Design io_led_switch, sky130hd; sources not shown.
### Clock routing

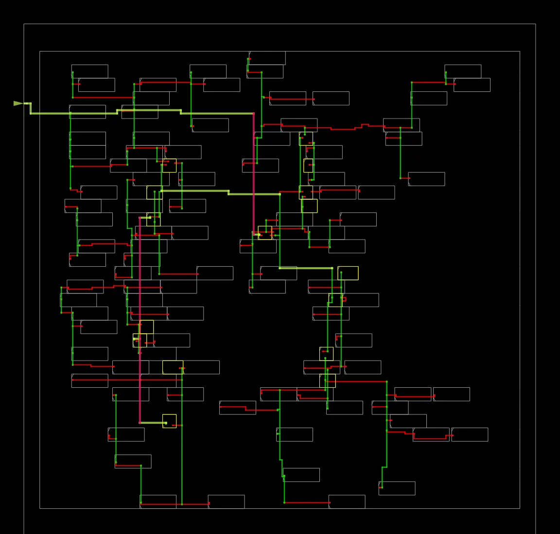
FFs & Latches: 97
clkbuf count: 9
Power Clock: 586 uW
Latency at later pin: 430 ps

### Signal wires by layer

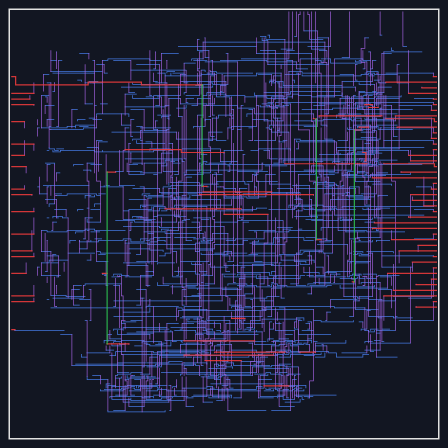
| colour | layer | wire length |
|---|---|---|
| blue | M1 | 4,700 um |
| green | M4 | 132 um |
| red | M3 | 600 um |
| purple | M2 | 4,420 um |
Total GRT Usage: 0.188
Wirelength per Cell: 14.8 um
Routed WL: 9850 um
via count: 3,438

### Pin placement

Pins as bars across the die edge, other pins in grey.
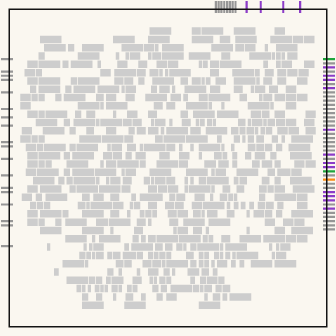
| colour | port | pins | direction | edge |
|---|---|---|---|---|
| purple | led | 16 | output | 12 right, 4 top |
| green | addr_low | 2 | input | right |
| orange | LEDCtrl | 1 | input | right |
die width: 103 um
Die H: 103 um
IO buf count: 71

==> impl_metrics.yaml <==
# generated from flow reports
critical_path:
  reg2reg_setup_slack_ps: 300
  worstPathRequired_ps: 2340
  cp.buffers_inverters: 3
  crit_type: "in2out"
  worstSetupEndpointType: "output port"
  start_kind: "input port"
  crit_cells: 7
  arrival_ps: 2230
cells_and_area:
  num_antenna_cells: 0
  final_cells: 665
  drive_above_1_share: 0.102
power:
  seqPwrFrac: 0.591
  vdd.ir_drop.worst_v: 0.000238
  p_sw_frac: 0.277
  p_int_uw: 1530
  clkPwrFrac: 0.277
  power.leakage_uw: 0.00204
  power_density_mw_per_mm2: 390
floorplanning:
  chipArea_mm2: 0.0107
run:
  maxCapViolCount: 1
outcome:
  failed_checks: "max-capacitance violations, max-slew violations"
  status: "finished, violations left"
synthesis:
  synth_cells: 463
  synth_top_flop_cell: "dfxtp_1"
  synth_cell_type_count: 49
  yosys_warnings: 0
  syn_area_mm2: 0.00428
clock_tree:
  clkSinkCount: 97
  cts_tree: "yes"
  h-tree-depth: 3
route:
  drt_first_pass_iters: 5
  dr_wl_met2_um: 4420
sta:
  final-hold-violation-count: 0
  maxSlewViolCount: 90
  slew_headroom: -0.134
global_route:
  antenna_found_initial: 0
  grt_overflow_total: 0
  grt_pass1_wl_um: 15800
[layer usage]
layer / track usage / vias to the layer above
met5: 0 / -
met4: 0.0608 / 0
met3: 0.0309 / 9
met2: 0.301 / 106
met1: 0.260 / 1570
li1: - / 1753
[cell usage after synthesis, drive strengths merged, types with 8 or more instances]
cell    count
xnor2      25
inv        11
a21oi      15
dfxtp      97
clkbuf     19
nand3      16
nand3b      8
a22o        8
mux2i      42
a22oi      12
nor2b      42
o21ai      13
nor2       54
nand2      23
[through the flow]
step,worst slack (ps),hold WS [ps],area [um^2],utilization
2_1_floorplan,26.7,314,4280,-
3_3_place_gp,116,322,5310,0.591
3_5_place_dp,97.5,322,5310,0.591
4_1_cts,85.3,356,5440,0.606
5_1_grt,10.8,363,5420,0.604
6_report,109,353,5420,0.604
[final cells by class]
class,instances,area (um^2)
clock buffers,9,67.6
clock inverters,7,61.3
fillers,812,3550
inverters,12,45.0
multi-input cells,330,2180
flip-flops and latches,97,1940
well taps,126,158
repair buffers,84,968
[repair_timing]
action	in CTS	in global routing
endpoints found under the setup margin	0	1
gates resized	0	1
hold buffers	0	0
buffers inserted	0	0
[cells in the final DEF (no fill, tap or decap), types with 14 or more instances in the layout]
cell / Yosys / layout
a21oi_1: 14 / 14
buf_12: 1 / 17
clkdlybuf4s50_1: 0 / 53
dfxtp_1: 97 / 97
mux2i_1: 42 / 42
nand2_1: 23 / 23
nand3_1: 16 / 16
nor2_1: 54 / 54
nor2b_1: 42 / 42
xnor2_1: 25 / 25
[kinds of logic (layout without fill, tap and decap cells)]
kind of cell             after synthesis  after routing  synth area share
AND/OR/NAND/NOR                      184            184             0.228
flip-flops                            97             97             0.454
AND-OR/OR-AND                         71             71             0.114
multiplexers                          42             42            0.0983
buffers and inverters                 36            112            0.0375
XOR/XNOR                              32             32            0.0656
adder cells (fa/ha/maj)                1              1           0.00293
[power groups by stage]
stage                     Combinational [uW]  Clock, uW  Sequential, uW
after floorplan                          144          0            1290
after global placement                   279          0            1270
after detailed placement                 283          0            1270
after CTS                                284        609            1250
after global routing                     300        655            1250
final                                    279        586            1250
No activity file was given, so power comes from the tool's default toggle rates.
